### Placement by cell class

Scale: 2 px per micron.
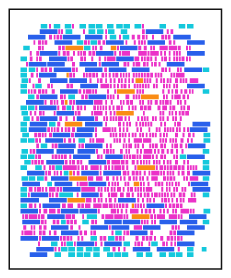
### Cell placement

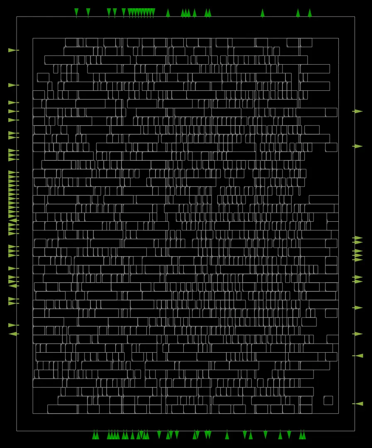
### Register map, names as in the netlist

Scale: 2 px per micron.
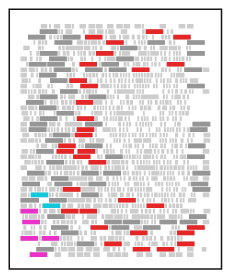
### Nets reached from selected ports

Scale: 4 px per micron.
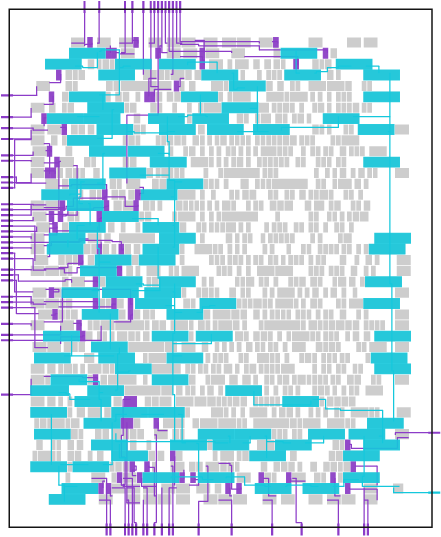
### Clock network drawn from the DEF

Scale: 2 px per micron.
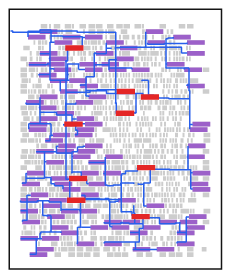
File: config.mk
export PLATFORM = sky130hd
export DESIGN_NAME = imul_iter_unit_flat
export DESIGN_NICKNAME = d
export VERILOG_FILES = /design/src/rtl/imul_iter_unit_pkg.sv /design/src/rtl/imul_iter_unit_if.sv /design/src/rtl/imul_iter_unit_dp.sv /design/src/rtl/imul_iter_unit.sv /design/src/flat_wrapper.sv
export SDC_FILE = /design/constraint.sdc
export NUM_CORES = 1
export LEC_CHECK = 0
export ABC_AREA = 1
export CAP_MARGIN = 25
export CORE_ASPECT_RATIO = 1.25
export CORE_MARGIN = 5
export CORE_UTILIZATION = 60
export CTS_CLUSTER_DIAMETER = 30
export DETAILED_ROUTE_END_ITERATION = 10
export PLACE_DENSITY = 0.87
export SLEW_MARGIN = 20
export SYNTH_ARGS = -nofsm -noshare
export SYNTH_HDL_FRONTEND = slang
export SYNTH_SLANG_ARGS = --single-unit
File: constraint.sdc
create_clock -name clk -period 5.7 [get_ports clk]
set_clock_uncertainty 0.05 [all_clocks]
set_input_delay 1.14 -clock clk [delete_from_list [all_inputs] [get_ports clk]]
set_output_delay 1.14 -clock clk [all_outputs]
set_load 0.005 [all_outputs]
File: src/rtl/imul_iter_unit_pkg.sv
// Shared processor types: memory messages plus the iterative multiplier request,
// state encoding and default operand width.
package imul_iter_unit_pkg;

   localparam int unsigned IMUL_NBITS   = 32;
   localparam int unsigned MEM_ADDR_W   = 32;
   localparam int unsigned MEM_DATA_W   = 32;

   typedef enum logic [0:0] {MEM_READ = 1'b0, MEM_WRITE = 1'b1} mem_type_e;

   typedef struct packed {
      mem_type_e               typ;
      logic [MEM_ADDR_W-1:0]   addr;
      logic [MEM_DATA_W-1:0]   data;
   } mem_req_t;

   typedef struct packed {
      mem_type_e               typ;
      logic [MEM_DATA_W-1:0]   data;
   } mem_resp_t;

   // Multiplier request payload; a occupies the upper half of req_msg.
   typedef struct packed {
      logic [IMUL_NBITS-1:0]   a;
      logic [IMUL_NBITS-1:0]   b;
   } imul_req_t;

   typedef enum logic [1:0] {
      IMUL_IDLE = 2'd0,
      IMUL_CALC = 2'd1,
      IMUL_DONE = 2'd2
   } imul_state_e;

   localparam logic [1:0] ST_IDLE = IMUL_IDLE;
   localparam logic [1:0] ST_CALC = IMUL_CALC;
   localparam logic [1:0] ST_DONE = IMUL_DONE;

endpackage

File: src/rtl/imul_iter_unit_if.sv
// Request/response valid-ready bundle between decode/execute and the multiplier.
interface imul_iter_unit_if
   import imul_iter_unit_pkg::*;
#(
   parameter int unsigned NBITS = IMUL_NBITS
);
   logic               req_val;
   logic               req_rdy;
   logic [2*NBITS-1:0] req_msg;
   logic               resp_val;
   logic               resp_rdy;
   logic [NBITS-1:0]   resp_msg;

   modport master (
      output req_val, req_msg, resp_rdy,
      input  req_rdy, resp_val, resp_msg
   );

   modport slave (
      input  req_val, req_msg, resp_rdy,
      output req_rdy, resp_val, resp_msg
   );
endinterface

File: src/rtl/imul_iter_unit_dp.sv
// Shift-and-add datapath: operand registers, accumulator and adder.
// IMUL_EARLY_EXIT_EN exposes a flag telling the FSM the multiplier runs out of ones.
module imul_iter_dp
   import imul_iter_unit_pkg::*;
#(
   parameter int unsigned NBITS = IMUL_NBITS
) (
   input  logic             clk,
   input  logic             rst_n,
   input  logic             load_i,
   input  logic             step_i,
   input  logic [NBITS-1:0] a_i,
   input  logic [NBITS-1:0] b_i,
`ifdef IMUL_EARLY_EXIT_EN
   output logic             b_next_zero_o,
`endif
   output logic [NBITS-1:0] acc_o
);

   logic [NBITS-1:0] a_q, a_d;
   logic [NBITS-1:0] b_q, b_d;
   logic [NBITS-1:0] acc_q, acc_d;

   always_comb begin
      a_d   = a_q;
      b_d   = b_q;
      acc_d = acc_q;
      if (load_i) begin
         a_d   = a_i;
         b_d   = b_i;
         acc_d = '0;
      end else if (step_i) begin
         if (b_q[0]) acc_d = acc_q + a_q;
         a_d = a_q << 1;
         b_d = b_q >> 1;
      end
   end

   always_ff @(posedge clk or negedge rst_n) begin
      if (!rst_n) begin
         a_q   <= '0;
         b_q   <= '0;
         acc_q <= '0;
      end else begin
         a_q   <= a_d;
         b_q   <= b_d;
         acc_q <= acc_d;
      end
   end

`ifdef IMUL_EARLY_EXIT_EN
   assign b_next_zero_o = ((b_q >> 1) == '0);
`endif
   assign acc_o = acc_q;

endmodule

File: src/rtl/imul_iter_unit.sv
// Iterative unsigned/signed-low multiplier: IDLE -> CALC (one bit per cycle) -> DONE.
// Define IMUL_EARLY_EXIT_EN to leave CALC as soon as the remaining multiplier is zero.
module imul_iter_unit
   import imul_iter_unit_pkg::*;
#(
   parameter int unsigned NBITS = IMUL_NBITS
) (
   input  logic             clk,
   input  logic             reset,
   imul_iter_unit_if.slave  bus
);

   localparam int unsigned      CNT_W    = (NBITS > 1) ? $clog2(NBITS) : 1;
   localparam logic [CNT_W-1:0] CNT_LAST = CNT_W'(NBITS - 1);

   logic [1:0]       state_q, state_d;
   logic [CNT_W-1:0] cnt_q, cnt_d;
   logic             req_rdy_q, resp_val_q;
   logic             load_c, step_c, calc_last_c;
   logic [NBITS-1:0] acc;

`ifdef IMUL_EARLY_EXIT_EN
   logic b_next_zero_c;
   assign calc_last_c = (cnt_q == CNT_LAST) || b_next_zero_c;
`else
   assign calc_last_c = (cnt_q == CNT_LAST);
`endif

   imul_iter_dp #(.NBITS(NBITS)) u_dp (
      .clk           (clk),
      .rst_n         (reset),
      .load_i        (load_c),
      .step_i        (step_c),
      .a_i           (bus.req_msg[2*NBITS-1:NBITS]),
      .b_i           (bus.req_msg[NBITS-1:0]),
`ifdef IMUL_EARLY_EXIT_EN
      .b_next_zero_o (b_next_zero_c),
`endif
      .acc_o         (acc)
   );

   // Next-state and datapath control
   always_comb begin
      state_d = state_q;
      cnt_d   = cnt_q;
      load_c  = 1'b0;
      step_c  = 1'b0;
      case (state_q)
         ST_IDLE: begin
            if (bus.req_val) begin
               load_c  = 1'b1;
               cnt_d   = '0;
               state_d = ST_CALC;
            end
         end
         ST_CALC: begin
            step_c = 1'b1;
            if (calc_last_c) state_d = ST_DONE;
            else             cnt_d   = cnt_q + CNT_W'(1);
         end
         ST_DONE: begin
            if (bus.resp_rdy) state_d = ST_IDLE;
         end
         default: state_d = ST_IDLE;
      endcase
   end

   always_ff @(posedge clk or negedge reset) begin
      if (!reset) begin
         state_q    <= ST_IDLE;
         cnt_q      <= '0;
         req_rdy_q  <= 1'b1;
         resp_val_q <= 1'b0;
      end else begin
         state_q    <= state_d;
         cnt_q      <= cnt_d;
         req_rdy_q  <= (state_d == ST_IDLE);
         resp_val_q <= (state_d == ST_DONE);
      end
   end

   assign bus.req_rdy  = req_rdy_q;
   assign bus.resp_val = resp_val_q;
   assign bus.resp_msg = acc;

endmodule
File: src/flat_wrapper.sv
// flat-port wrapper written by rule: the top's interface ports become plain ports
module imul_iter_unit_flat import imul_iter_unit_pkg::*;
#(
   parameter int unsigned NBITS = IMUL_NBITS
)
  (clk, reset, bus_req_val, bus_req_msg, bus_resp_rdy, bus_req_rdy, bus_resp_val, bus_resp_msg);
  imul_iter_unit_if #(.NBITS(NBITS)) bus_i ();
  input  logic clk;
  input  logic reset;
  input wire logic [$bits(bus_i.req_val)-1:0] bus_req_val;
  input wire logic [$bits(bus_i.req_msg)-1:0] bus_req_msg;
  input wire logic [$bits(bus_i.resp_rdy)-1:0] bus_resp_rdy;
  output wire logic [$bits(bus_i.req_rdy)-1:0] bus_req_rdy;
  output wire logic [$bits(bus_i.resp_val)-1:0] bus_resp_val;
  output wire logic [$bits(bus_i.resp_msg)-1:0] bus_resp_msg;
  assign bus_i.req_val = bus_req_val;
  assign bus_i.req_msg = bus_req_msg;
  assign bus_i.resp_rdy = bus_resp_rdy;
  assign bus_req_rdy = bus_i.req_rdy;
  assign bus_resp_val = bus_i.resp_val;
  assign bus_resp_msg = bus_i.resp_msg;
  imul_iter_unit #(.NBITS(NBITS)) u_core (.clk(clk), .reset(reset), .bus(bus_i));
endmodule
==> COMMIT_EDITMSG <==
Add synthesis and place-and-route results

- The number of maximum-capacitance violations recorded for the run is 0.
- According to the dpl log, the detail-placed design has an HPWL of between 10000 and 15000 microns.
- Number of post-CTS setup repair buffers: 0
- Per the summary, power density relative to cell area is between 600 and 700 mW/mm^2.
* Delay of the slowest cell on the worst path: 0.49 ns
* Final cycle utilization of the critical path: 49.22%
- In this run the core area contains around 43 standard-cell rows.
- met2 is the most crowded layer.
- The synthesis stats list as the most numerous cell sky130_fd_sc_hd__nand2_1.
- Endpoint type of the worst setup path: register
* Met3 layer wire length in the routed design: 1012 microns
- Critical Path AT: 3.03 ns
* CTS tree: built
* Antenna violations before repair: 0
* Instance count on the critical path: 8
* Worst Setup SP: bus_req_val
- Number of global-route vias before repair: around 6400
- Total die size: about 0.014 sq mm
* Int Power: about 2700 uW
- Placed cells: between 1000 and 1500
* Relative area change from synthesis to final layout: 19.90%
* Number of cells in Yosys stat: 1007
* Slew Limit Fails: 0
* DRC errors left: 0
- The floorplan step set the die width to ~110 microns.
- The global route stage reports its total congestion overflow as 0.
* Switching part of the total: between 50% and 60%
* Final period demand of the worst path: approximately 2.8 ns
* Cell Chain, Critical Path: clkdlybuf4s50_1, nand3_2, buf_4, nand2_2, inv_1, o21ai_0, nand2_1, a31oi_1
- Placed instance area: approximately 0.0079 sq mm
* Met2 WL: roughly 8300 microns
- The commonest cells after synthesis are sky130_fd_sc_hd__nand2_1 (349), sky130_fd_sc_hd__o21ai_0 (131), sky130_fd_sc_hd__inv_1 (123).
* Number of cells upsized or downsized after cts: 0
- Insertion Delay late pin: around 0.36 ns
* Uppermost metal layer occupied by signal nets: met4
- At the floorplan stage, the core utilization is reported as approximately three fifths.
- The flow reports that the clock network draws 10.8% of the design power.
* P_leak: around 0.0042 uW
- Actual slew at the worst max-slew pin: 0.8306 ns
* IR Drop Worst-Case VDD: 346.9 uV
* Cells on worst reg2reg path: 12
- Leaving out fill and tap cells, the most frequent cells in the layout are sky130_fd_sc_hd__nand2_1 (349), sky130_fd_sc_hd__o21ai_0 (131), sky130_fd_sc_hd__inv_1 (123).
- GR Util met3: 3.787%
* Cell depth of the worst hold path: 2
- The clock passes through at most 2 buffers.
- Per the post-run analysis, buffers plus inverters along the critical path come to 3.
* Fraction of final layout cells with drive strength greater than 1: 4.459%
- After detailed routing, the wire length on met1 is around 7600 microns.
* Combinational group share of total power: 63.0%
- The synthesis report gives the async set-or-reset register share as 100.0%.
* Pin count of the biggest net entering global routing: roughly 66
* Crit path launch type: input port
- Pre-CTS setup slack: 2.522 ns
* Number of nets in the layout: around 1200
* Post-Synthesis Cells: ~1000
* Core region area: between 0.01 and 0.015 sq mm
* Total GRT Usage: about a quarter
- Post-synthesis chip area from yosys: a little under 0.007 sq mm
* Launch point of the worst reg-to-reg path: u_core.u_dp.acc_o[0]
* Final cell utilization of the core: between 70% and 80%
- The timing report gives the clock slew at the launch and capture registers of the worst setup and hold paths as about 0.07 ns.
- Starting DRT DRC Count: about 470
- Class of the most critical hold timing path: reg -> reg
- Per the CTS log, the maximum H-tree level is 3.
* Flip-flop and latch count after synthesis: roughly 110
* Floorplan die height: 129.1 microns
* Min-Delay Startpoint: u_core.cnt_q[4]
* R2R Setup Slk: about 3.5 ns
- Cell family with the largest share of critical-path delay: buffers and inverters
- The clock network power reported by the tool is roughly 590 uW.
- At the end of routability-driven placement, the weighted congestion stood at ~0.94.
- After routing the design area is between 0.008 and 0.009 sq mm.
- The worst setup path is of the in -> reg kind.
- Peak clock frequency supported by timing: 0.3565 GHz
- Per the timing report, the most critical flop-to-flop path finishes at u_core.u_dp.acc_o[24].
* Most used flip-flop cell: sky130_fd_sc_hd__dfrtp_1
- Distinct cell type count after synthesis: 32
- The count of nets left with antenna violations once routing finished came out at 0.
* Post-route worst setup slack: around 2.9 ns
- Outcome: finished, final reports clean
- Pwr top: combinational cells
- Detailed-route wire length per cell: between 10 and 15 microns
* OpenROAD warning count: 26
* Post-layout power: about 5500 uW
- Total number of vias: about 6700
- Number of warning messages in the yosys log: 0
- Tightest hold margin: about 0.43 ns
* Post-synth tally of flip-flops with integrated enable: 0
* Met1 capacity usage during global routing: around a third
-- 'Placement by cell class' (at the start) --
| class | color | cells |
|---|---|---|
| remaining buffers and delay cells | cyan | 107 |
| registers | blue | 105 |
| clock drivers and dummy loads | orange | 16 |
| remaining logic cells | magenta | 871 |

-- 'Cell placement' (at the start) --
Fill cells: 948
Finished Layout Cells: 1234
fraction of area in registers: 32.17%

-- 'Register map, names as in the netlist' (at the start) --
| name in the netlist | color | placed flops |
|---|---|---|
| u_core.state_q | cyan | 2 |
| u_core.cnt_q | magenta | 5 |
| u_core.u_dp.a_q | red | 32 |
not colored: 66

-- 'Nets reached from selected ports' (at the start) --
| port | color | bits | direction | end cells | buffers | wire |
|---|---|---|---|---|---|---|
| bus_req_msg | purple | 64 | input | 64 | 64 | 1370 microns |
| reset | cyan | 1 | input | 105 | 2 | 790 microns |
port buffer count: 101
count of pins on the block boundary: 102

-- 'Clock network drawn from the DEF' (at the start) --
[clock wires] blue | length: 1310 microns
[flip-flops] purple | count: 105
[clock-net drivers] red | count: 9
routed clock nets: 10
flops lie: all over the die

-- area by class of cell --
class / instances / area, sq um / share of cell area (%)
Clock buffer: 11 / 232.7 / 2.848
Multi-Input combinational cell: 743 / 3547 / 43.41
Inverter: 128 / 480.5 / 5.881
Clock inverter: 5 / 38.79 / 0.4747
Tap cell: 135 / 168.9 / 2.067
Timing Repair Buffer: 107 / 1074 / 13.14
Sequential cell: 105 / 2629 / 32.17
-- cells by family after synthesis --
kind of cell             synth area share, %
adder cells (fa/ha/maj)                6.353
XOR/XNOR                              0.5142
AND/OR/NAND/NOR                        30.85
buffers and inverters                  9.365
flip-flops                             38.58
multiplexers                          0.1469
AND-OR/OR-AND                          14.19
No activity file was given, so power comes from the tool's default toggle rates.
